### config.mk
export PLATFORM = sky130hd
export DESIGN_NAME = host_arbiter_flat
export DESIGN_NICKNAME = d
export VERILOG_FILES = /design/src/rtl/host_arbiter_if.sv /design/src/rtl/host_arbiter.sv /design/src/flat_wrapper.sv
export SDC_FILE = /design/constraint.sdc
export NUM_CORES = 1
export LEC_CHECK = 0
export CAP_MARGIN = 20
export CORE_MARGIN = 4
export CORE_UTILIZATION = 36
export CTS_CLUSTER_DIAMETER = 50
export CTS_CLUSTER_SIZE = 40
export DETAILED_ROUTE_END_ITERATION = 8
export MAX_ROUTING_LAYER = met4
export PLACE_DENSITY = 0.81
export SLEW_MARGIN = 40
export SYNTH_ARGS = -nofsm -noshare
export SYNTH_HDL_FRONTEND = slang
export SYNTH_SLANG_ARGS = --single-unit
### constraint.sdc
create_clock -name clock -period 2.35 [get_ports clock]
set_input_delay 0.47 -clock clock [delete_from_list [all_inputs] [get_ports clock]]
set_output_delay 0.47 -clock clock [all_outputs]
set_load 0.02 [all_outputs]
### src/rtl/host_arbiter_if.sv
// Requester-side and bridge-side signals of the host arbiter, bundled as one interface.
// master = requesters plus bridge (the environment); slave = the arbiter itself.
interface host_arbiter_if #(
    parameter int NUM_REQ        = 2,
    parameter int HOST_ADDR_BITS = 8,
    parameter int HOST_DATA_BITS = 32
);
    logic [NUM_REQ-1:0]                req_valid;
    logic [NUM_REQ-1:0]                req_opcode;
    logic [NUM_REQ*HOST_ADDR_BITS-1:0] req_addr;
    logic [NUM_REQ*HOST_DATA_BITS-1:0] req_value;
    logic [NUM_REQ-1:0]                req_deq;
    logic [NUM_REQ-1:0]                resp_valid;
    logic [HOST_DATA_BITS-1:0]         resp_bits;
    logic                              resp_err;
    logic                              host_req_valid;
    logic                              host_req_opcode;
    logic [HOST_ADDR_BITS-1:0]         host_req_addr;
    logic [HOST_DATA_BITS-1:0]         host_req_value;
    logic                              host_req_deq;
    logic                              host_resp_valid;
    logic [HOST_DATA_BITS-1:0]         host_resp_bits;

    modport slave (
        input  req_valid, req_opcode, req_addr, req_value,
        input  host_req_deq, host_resp_valid, host_resp_bits,
        output req_deq, resp_valid, resp_bits, resp_err,
        output host_req_valid, host_req_opcode, host_req_addr, host_req_value
    );

    modport master (
        output req_valid, req_opcode, req_addr, req_value,
        output host_req_deq, host_resp_valid, host_resp_bits,
        input  req_deq, resp_valid, resp_bits, resp_err,
        input  host_req_valid, host_req_opcode, host_req_addr, host_req_value
    );
endinterface

### src/rtl/host_arbiter.sv
// Round-robin arbiter sharing one host request/response port among NUM_REQ requesters,
// with a read-response timeout that answers ERR_DATA so a hung slave cannot block others.
module host_arbiter #(
    parameter int                        NUM_REQ        = 2,
    parameter int                        HOST_ADDR_BITS = 8,
    parameter int                        HOST_DATA_BITS = 32,
    parameter int                        RESP_TIMEOUT   = 1024,
    parameter logic [HOST_DATA_BITS-1:0] ERR_DATA       = HOST_DATA_BITS'(32'hDEADBEEF)
) (
    input  logic          clock,
    input  logic          reset_n,
    host_arbiter_if.slave bus
);
    localparam int IW = $clog2(NUM_REQ);
    localparam int TW = (RESP_TIMEOUT > 0) ? $clog2(RESP_TIMEOUT + 1) : 1;
    localparam logic [TW-1:0] TIMER_LAST = (RESP_TIMEOUT > 0) ? TW'(RESP_TIMEOUT - 1) : '0;
    localparam logic [IW:0]   NUM_REQ_W  = (IW + 1)'(NUM_REQ);

    typedef enum logic [1:0] {ST_IDLE, ST_ISSUE, ST_WAIT} state_t;

    state_t                    r_state;
    logic [IW-1:0]             r_rr_ptr;
    logic [IW-1:0]             r_gid;
    logic                      r_opcode;
    logic [HOST_ADDR_BITS-1:0] r_addr;
    logic [HOST_DATA_BITS-1:0] r_value;
    logic                      r_host_req_valid;
    logic [TW-1:0]             r_timer;

    logic [IW-1:0]             w_cand [NUM_REQ];
    logic [HOST_ADDR_BITS-1:0] w_addr_arr [NUM_REQ];
    logic [HOST_DATA_BITS-1:0] w_value_arr [NUM_REQ];
    logic [NUM_REQ-1:0]        w_gid_onehot;
    logic                      w_any;
    logic [IW-1:0]             w_win;
    logic                      w_timeout;
    logic                      w_resp_data;
    logic                      w_resp_fire;

    function automatic logic [IW-1:0] wrap_idx(input logic [IW:0] s);
        logic [IW:0] t;
        t = (s >= NUM_REQ_W) ? (s - NUM_REQ_W) : s;
        return t[IW-1:0];
    endfunction

    // w_cand[k] is the requester examined k-th, starting from the round-robin pointer
    genvar gi;
    generate
        for (gi = 0; gi < NUM_REQ; gi++) begin : g_req
            assign w_cand[gi]       = wrap_idx({1'b0, r_rr_ptr} + (IW + 1)'(gi));
            assign w_addr_arr[gi]   = bus.req_addr[gi*HOST_ADDR_BITS +: HOST_ADDR_BITS];
            assign w_value_arr[gi]  = bus.req_value[gi*HOST_DATA_BITS +: HOST_DATA_BITS];
            assign w_gid_onehot[gi] = (r_gid == IW'(gi));
        end
    endgenerate

    // Walk candidates from last to first so the earliest one in search order wins
    always_comb begin
        w_any = 1'b0;
        w_win = '0;
        for (int k = NUM_REQ - 1; k >= 0; k--) begin
            if (bus.req_valid[w_cand[k]]) begin
                w_any = 1'b1;
                w_win = w_cand[k];
            end
        end
    end

    assign w_timeout   = (RESP_TIMEOUT != 0) && (r_timer == TIMER_LAST);
    assign w_resp_data = (r_state == ST_WAIT) && bus.host_resp_valid;
    assign w_resp_fire = (r_state == ST_WAIT) && (bus.host_resp_valid || w_timeout);

    assign bus.host_req_valid  = r_host_req_valid;
    assign bus.host_req_opcode = r_opcode;
    assign bus.host_req_addr   = r_addr;
    assign bus.host_req_value  = r_value;

    assign bus.req_deq    = ((r_state == ST_ISSUE) && bus.host_req_deq) ? w_gid_onehot : '0;
    assign bus.resp_valid = w_resp_fire ? w_gid_onehot : '0;
    assign bus.resp_bits  = w_resp_data ? bus.host_resp_bits : (w_resp_fire ? ERR_DATA : '0);
    assign bus.resp_err   = w_resp_fire && !bus.host_resp_valid;

    always_ff @(posedge clock or negedge reset_n) begin
        if (!reset_n) begin
            r_state          <= ST_IDLE;
            r_rr_ptr         <= '0;
            r_gid            <= '0;
            r_opcode         <= 1'b0;
            r_addr           <= '0;
            r_value          <= '0;
            r_host_req_valid <= 1'b0;
            r_timer          <= '0;
        end else begin
            case (r_state)
                ST_IDLE: begin
                    if (w_any) begin
                        r_gid            <= w_win;
                        r_opcode         <= bus.req_opcode[w_win];
                        r_addr           <= w_addr_arr[w_win];
                        r_value          <= w_value_arr[w_win];
                        r_rr_ptr         <= wrap_idx({1'b0, w_win} + (IW + 1)'(1));
                        r_host_req_valid <= 1'b1;
                        r_state          <= ST_ISSUE;
                    end
                end
                ST_ISSUE: begin
                    if (bus.host_req_deq) begin
                        r_host_req_valid <= 1'b0;
                        r_timer          <= '0;
                        // Writes complete in the bridge; only reads wait for data here
                        r_state          <= r_opcode ? ST_IDLE : ST_WAIT;
                    end
                end
                ST_WAIT: begin
                    if (w_resp_fire) begin
                        r_state <= ST_IDLE;
                    end else if (r_timer != TIMER_LAST) begin
                        r_timer <= r_timer + TW'(1);
                    end
                end
                default: begin
                    r_state          <= ST_IDLE;
                    r_host_req_valid <= 1'b0;
                end
            endcase
        end
    end
endmodule

### src/flat_wrapper.sv
// flat-port wrapper written by rule: the top's interface ports become plain ports
module host_arbiter_flat 
#(
    parameter int                        NUM_REQ        = 2,
    parameter int                        HOST_ADDR_BITS = 8,
    parameter int                        HOST_DATA_BITS = 32,
    parameter int                        RESP_TIMEOUT   = 1024,
    parameter logic [HOST_DATA_BITS-1:0] ERR_DATA       = HOST_DATA_BITS'(32'hDEADBEEF)
)
  (clock, reset_n, bus_req_valid, bus_req_opcode, bus_req_addr, bus_req_value, bus_host_req_deq, bus_host_resp_valid, bus_host_resp_bits, bus_req_deq, bus_resp_valid, bus_resp_bits, bus_resp_err, bus_host_req_valid, bus_host_req_opcode, bus_host_req_addr, bus_host_req_value);
  host_arbiter_if #(.NUM_REQ(NUM_REQ), .HOST_ADDR_BITS(HOST_ADDR_BITS), .HOST_DATA_BITS(HOST_DATA_BITS)) bus_i ();
  input  logic clock;
  input  logic reset_n;
  input wire logic [$bits(bus_i.req_valid)-1:0] bus_req_valid;
  input wire logic [$bits(bus_i.req_opcode)-1:0] bus_req_opcode;
  input wire logic [$bits(bus_i.req_addr)-1:0] bus_req_addr;
  input wire logic [$bits(bus_i.req_value)-1:0] bus_req_value;
  input wire logic [$bits(bus_i.host_req_deq)-1:0] bus_host_req_deq;
  input wire logic [$bits(bus_i.host_resp_valid)-1:0] bus_host_resp_valid;
  input wire logic [$bits(bus_i.host_resp_bits)-1:0] bus_host_resp_bits;
  output wire logic [$bits(bus_i.req_deq)-1:0] bus_req_deq;
  output wire logic [$bits(bus_i.resp_valid)-1:0] bus_resp_valid;
  output wire logic [$bits(bus_i.resp_bits)-1:0] bus_resp_bits;
  output wire logic [$bits(bus_i.resp_err)-1:0] bus_resp_err;
  output wire logic [$bits(bus_i.host_req_valid)-1:0] bus_host_req_valid;
  output wire logic [$bits(bus_i.host_req_opcode)-1:0] bus_host_req_opcode;
  output wire logic [$bits(bus_i.host_req_addr)-1:0] bus_host_req_addr;
  output wire logic [$bits(bus_i.host_req_value)-1:0] bus_host_req_value;
  assign bus_i.req_valid = bus_req_valid;
  assign bus_i.req_opcode = bus_req_opcode;
  assign bus_i.req_addr = bus_req_addr;
  assign bus_i.req_value = bus_req_value;
  assign bus_i.host_req_deq = bus_host_req_deq;
  assign bus_i.host_resp_valid = bus_host_resp_valid;
  assign bus_i.host_resp_bits = bus_host_resp_bits;
  assign bus_req_deq = bus_i.req_deq;
  assign bus_resp_valid = bus_i.resp_valid;
  assign bus_resp_bits = bus_i.resp_bits;
  assign bus_resp_err = bus_i.resp_err;
  assign bus_host_req_valid = bus_i.host_req_valid;
  assign bus_host_req_opcode = bus_i.host_req_opcode;
  assign bus_host_req_addr = bus_i.host_req_addr;
  assign bus_host_req_value = bus_i.host_req_value;
  host_arbiter #(.NUM_REQ(NUM_REQ), .HOST_ADDR_BITS(HOST_ADDR_BITS), .HOST_DATA_BITS(HOST_DATA_BITS), .RESP_TIMEOUT(RESP_TIMEOUT), .ERR_DATA(ERR_DATA)) u_core (.clock(clock), .reset_n(reset_n), .bus(bus_i));
endmodule
==> run_1/congestion.png <==
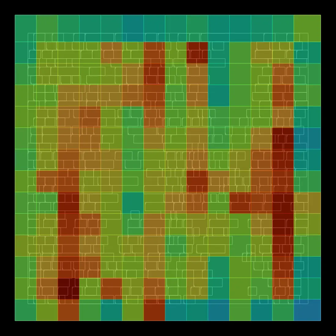
fin util: 70.77%
met2 GRT Util: 40.09%
busiest grt layer: met2

==> run_1/layer_met2.png <==
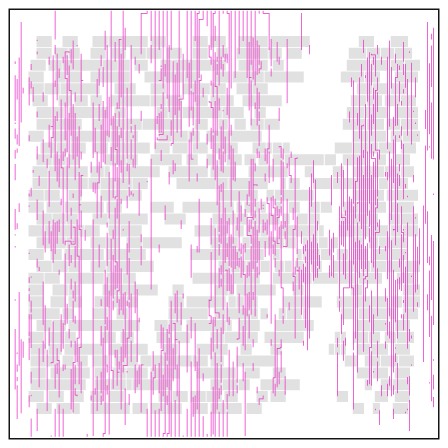
- longest straight run: 49.6 um
- main direction: vertical
- nets with wire on the layer: 566
Routed Wire Length: 11350 um
DR vias: 3183

==> run_1/flops_by_reg.png <==
Other sequential cells in the stronger gray, the rest of the logic in the fainter gray.
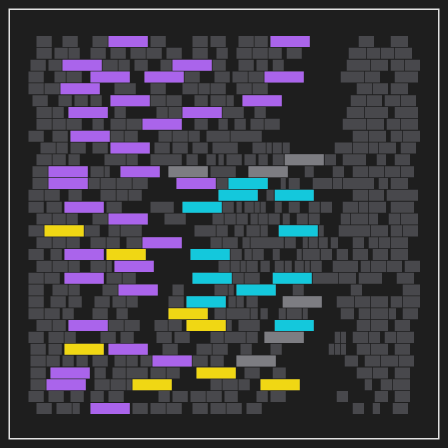
- purple: u_core.bus.host_req_value (sequential cells 32)
- yellow: u_core.bus.host_req_addr (sequential cells 8)
- cyan: u_core.r_timer (sequential cells 11; where center)
- not colored: 6

==> impl_metrics.json, run 1 <==
{
  "pin_count": 199,
  "num_antenna_cells": 0,
  "path_clk_slew_ns": 0.06,
  "cp-start-kind": "primary input",
  "postSynthAreaPerCell_um2": 10.97,
  "status": "complete, but fails checks",
  "drc": 0,
  "track_usage_pct": 23.90,
  "setup_slack_ns": -0.1931,
  "fin_area_um2": 5554,
  "critical_path.cell_chain": "clkdlybuf4s50_1, or3b_4, nor3_4, buf_6, buf_12, buf_6, a21o_4, buf_6",
  "placed_area_um2": 5233,
  "regArea_um2": 1426,
  "violations": "negative setup slack",
  "p_per_area_nw_per_um2": 1021,
  "fin_crit_sh_pct": 108.2,
  "pg_clk_uw": 723,
  "cts_buffer_depth": 2,
  "fin_skew_ns": 0.004456,
  "setup_viol": 25,
  "yosysWarningCount": 0,
  "drv_cap": 0,
  "p_total_uw": 5670,
  "pre_cts_ws_ns": -0.5981,
  "cts_buffers": 9,
  "clk_latency_ns": 0.33,
  "core_area_um2": 7848,
  "yosys.area.top_type_share_pct": 48.53,
  "antenna_found_initial": 0,
  "grt_pass1_wl_um": 17680,
  "path_class": "primary input to output pin",
  "critPathTopFamily": "buffers and inverters",
  "logic_area_um2": 1460,
  "layout-drive-gt1-share_pct": 21.57,
  "tns_ns": -2.884,
  "cts.sinks": 57,
  "slowest_delay_ns": 0.43,
  "pg_seq_uw": 1650
}
run 1: kinds of logic (layout without fill, tap and decap cells):
logic type	count (synthesis)	in the layout	share of synthesized area, %
compound gates	132	132	35.46
flops	57	57	48.53
simple gates	51	51	11.03
buf+inv	26	254	4.215
fa+ha+maj	1	1	0.4256
mux	1	1	0.3406
run 1: what timing repair did:
item	4_1_cts	5_1_grt
gates resized	183	19
setup endpoints to repair	37	34
setup buffers	8	2
endpoints found under the hold margin	0	0
cloned	3	0
pin swaps	4	1
hold buffers	0	0
run 1: sequential cells by signal, summed over array words and instances (netlist names):
register and count:
u_core.bus.host_req_value 32, u_core.bus.host_req_opcode 1, u_core.r_gid 1, u_core.r_rr_ptr 1, u_core.bus.host_req_valid 1, u_core.r_state 2
u_core.bus.host_req_addr 8, u_core.r_timer 11
run 1: worst paths after layout:
check | endpoint | depth (start not counted) | slack, ns | from
worst max-delay path | bus_resp_bits[3] | 8 | -0.19 | bus_host_resp_valid
worst min-delay path | u_core.bus.host_req_value[5] | 1 | 0.16 | reset_n
worst max register to register | u_core.r_timer[2] | 7 | 0.40 | u_core.r_timer[0]
worst min register to register | u_core.r_rr_ptr | 1 | 0.47 | u_core.r_rr_ptr
max in group asynchronous | u_core.bus.host_req_value[25] | 2 | 1.60 | reset_n
min in group clock | u_core.r_rr_ptr | 1 | 0.47 | u_core.r_rr_ptr
run 1: layout by cell type (no fill, tap or decap), types with 7 or more instances in the layout:
| master | count |
|---|---|
| a21o_2 | 7 |
| buf_4 | 26 |
| and3_1 | 9 |
| a21o_1 | 54 |
| buf_6 | 30 |
| a22o_1 | 42 |
| dfrtp_1 | 57 |
| clkbuf_8 | 9 |
| a21o_4 | 7 |
| nor2_1 | 9 |
| nand3_1 | 7 |
| clkdlybuf4s50_1 | 160 |
run 1: Yosys cell counts (3+ instances only):
cell type	number
a21o_2	14
buf_2	6
inv_1	4
and3_1	9
a21oi_1	3
nand2_1	5
clkbuf_1	13
a22o_1	42
nor2_1	9
nand2b_1	3
nand3_1	7
a21o_1	54
o21ai_0	6
dfrtp_1	57
run 1: worst reg2reg max path, delay by kind of cell (launching register included):
family                     cells  cell delay, ns
buffers and inverters          2            0.41
and+or+nand+nor                2            0.17
AOI/OAI and AO/OA              2            0.70
DFF                            1            0.36
adders and majority gates      1            0.21
run 1: metrics by stage:
| step | util, % | hold WS, ns |
|---|---|---|
| global route | 70.77 | 0.1927 |
| global placement | 66.29 | 0.4503 |
| CTS | 71.13 | 0.1744 |
| finish | 70.77 | 0.1618 |
| floorplan | - | 0.1744 |
| detailed placement | 66.68 | 0.4574 |
run 1: area by class of cell:
class                           count  area share [%]
Inverter                            4          0.2703
Tap cell                          102           2.298
Clock inverter                      1         0.09011
Sequential cell                    57           25.68
Timing Repair Buffer              236           42.87
Multi-Input combinational cell    185           26.29
Clock buffer                       13           2.501
run 1: metal layers:
layer | up-vias | track usage, % | wire length [um]
li1 | 1458 | - | -
met1 | 1519 | 26.34 | 4292
met2 | 188 | 40.09 | 5638
met3 | 18 | 8.714 | 1142
met4 | 0 | 7.773 | 275
met5 | - | - | 0
==> run_1/layer_met1.png <==
Supply wires on this layer in gray.
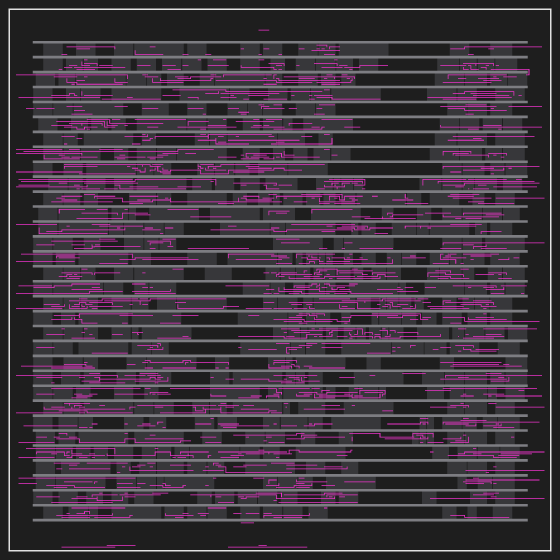

--- run 2 (diff from run 1) ---
Settings changed: REMOVE_ABC_BUFFERS set to 1.
==> run_2/layer_met1.png <==
Supply wires on this layer in gray.
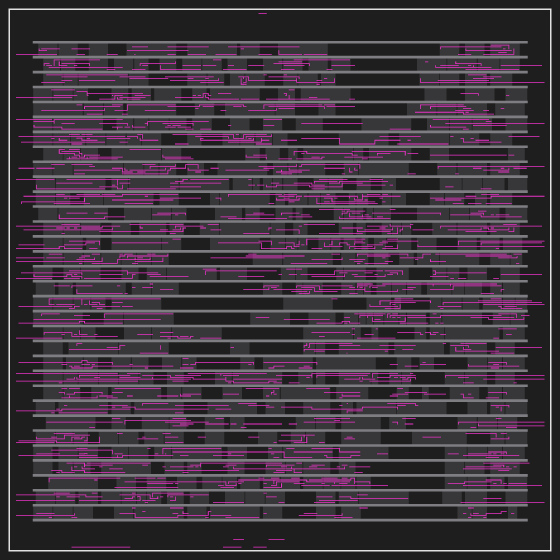
- main direction: horizontal
- wire length on this layer: 4340 um
- longest straight run: 23.0 um
- share of all routed wire: 39%
- nets with wire on the layer: 517
Routed Wire Length: 11040 um
M1 GR Usage: 25.84%
DR vias: 3117

==> run 2 against run 1 <==
  * The run still ends with negative setup slack left
  * Sequential share of layout area down 0.40 points
  * Wire length down 2.8%
  * Worst hold slack better by 0.013 ns
  * Sequential power about the same
  * Final area up 1.6%
  * Clock power up 36%
==> impl_metrics.json, run 2 <==
{
  "yosys-top-cells-count": "dfrtp_1, a21o_1, a22o_1",
  "num_antenna_cells": 0,
  "netlist_logic_family_top": "AND-OR/OR-AND gates",
  "pin_count": 199,
  "yosysWarningCount": 0,
  "cts.sinks": 57,
  "cts_hold_buf": 0,
  "aoi_share_pct": 35.46,
  "core_area_um2": 7848,
  "final_cell_mix": "clkdlybuf4s50_1, dfrtp_1, a21o_1",
  "ys_sh_adder_pct": 0.4257,
  "regArea_um2": 1426,
  "p_per_area_nw_per_um2": 1053,
  "lay_top_count": "clkdlybuf4s50_1",
  "cts_buffer_depth": 2,
  "setup_slack_ns": -0.1343,
  "logic_area_um2": 1504,
  "ys_sh_mux_pct": 0.3406,
  "final_util_pct": 71.89,
  "antenna_found_initial": 0,
  "path_class": "primary input to output pin",
  "setup_viol": 25,
  "tns_ns": -2.111,
  "status": "complete, but fails checks",
  "fin_skew_ns": 0.01380,
  "postSynthAreaPerCell_um2": 10.97,
  "fin_crit_sh_pct": 105.7,
  "drv_cap": 0,
  "p_total_uw": 5939,
  "synthArstFlopShare_pct": 100.0,
  "violations": "negative setup slack",
  "cp-start-kind": "primary input",
  "layout-drive-gt1-share_pct": 21.18,
  "post-synth-top-count-cell": "dfrtp_1",
  "clk_latency_ns": 0.34,
  "cts_buffers": 9,
  "xor_area_share_pct": 0
}
==> run_2/io_fan.png <==
Bar = 20 um.
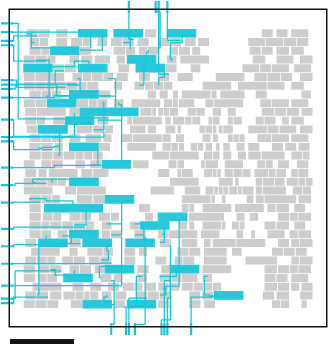
- cyan: bus_host_req_value (bits 32; direction output; edge 20 west, 8 south, 4 north; end cells 32; wire 1210 um)

-- run 2: cell count changes in the layout (fill, tap and decap cells not counted), sizes merged --
cell and delta:
dlygate4sd2 +2, dlymetal6s2s +2, buf -6, bufinv +1
clkbuf -2, clkdlybuf4s15 -2
-- run 2: routing by layer --
metal	vias up	GRT usage, %	part of all wire, %
met2	168	39.42	49
met4	0	8.403	2.0
li1	1451	-	-
met5	-	-	0
met1	1481	25.84	39
met3	17	8.571	9.9
-- run 2: final timing paths --
path | startpoint | to | slack (ns) | cells after the start
worst max register to register | u_core.r_timer[1] | u_core.r_timer[2] | 0.52 | 7
worst max-delay path | bus_host_resp_valid | bus_resp_bits[15] | -0.13 | 7
max in group asynchronous | reset_n | u_core.bus.host_req_value[12] | 1.56 | 2
worst min register to register | u_core.r_timer[9] | u_core.r_timer[9] | 0.48 | 1
min in group clock | u_core.r_timer[9] | u_core.r_timer[9] | 0.48 | 1
worst min-delay path | reset_n | u_core.bus.host_req_value[31] | 0.18 | 1
-- run 2: worst max-delay path, cell delays in order --
cell	delay, ns
clkdlybuf4s50_1	0.42
or3b_4	0.40
nor3_4	0.19
buf_6	0.17
buf_12	0.14
a21o_1	0.10
buf_6	0.12
-- run 2: through the flow --
stage / instances / instance area (um^2) / setup slack, ns
floorplan: 246 / 2830 / -1.158
finish: 593 / 5642 / -0.1343
global placement: 571 / 5220 / -0.5208
global route: 593 / 5642 / -0.2555
CTS: 593 / 5658 / -0.1685
detailed placement: 571 / 5220 / -0.5867
-- run 2: logic make-up (layout without fill, tap and decap cells) --
group	count (synthesis)	in the layout
and+or+nand+nor	51	51
adders and majority gates	1	1
AOI/OAI and AO/OA	132	132
buffers and inverters	26	249
muxes	1	1
DFF	57	57
-- run 2: repair_timing --
action                     in CTS  in global routing
hold endpoints to repair        0                  0
pin swaps                       3                  0
resized                       187                  7
gates cloned                    3                  0
setup endpoints to repair      35                 32
buffers inserted                4                  2
-- run 2: layout make-up --
| class | count | area share [%] |
|---|---|---|
| Clock inverter | 2 | 0.6210 |
| Inverter | 4 | 0.2661 |
| Sequential cell | 57 | 25.28 |
| Tap cell | 102 | 2.262 |
| Multi-Input combinational cell | 185 | 26.66 |
| Clock buffer | 13 | 3.171 |
| Timing Repair Buffer | 230 | 41.74 |
-- run 2: power groups by stage --
stage	Combinational, uW	Clock, uW	Sequential (uW)
floorplan	1240	0	2080
global placement	3210	0	1640
detailed placement	3280	0	1630
CTS	3340	1010	1640
global route	3550	1060	1690
finish	3320	980	1640
No activity file was given, so power comes from the tool's default toggle rates.
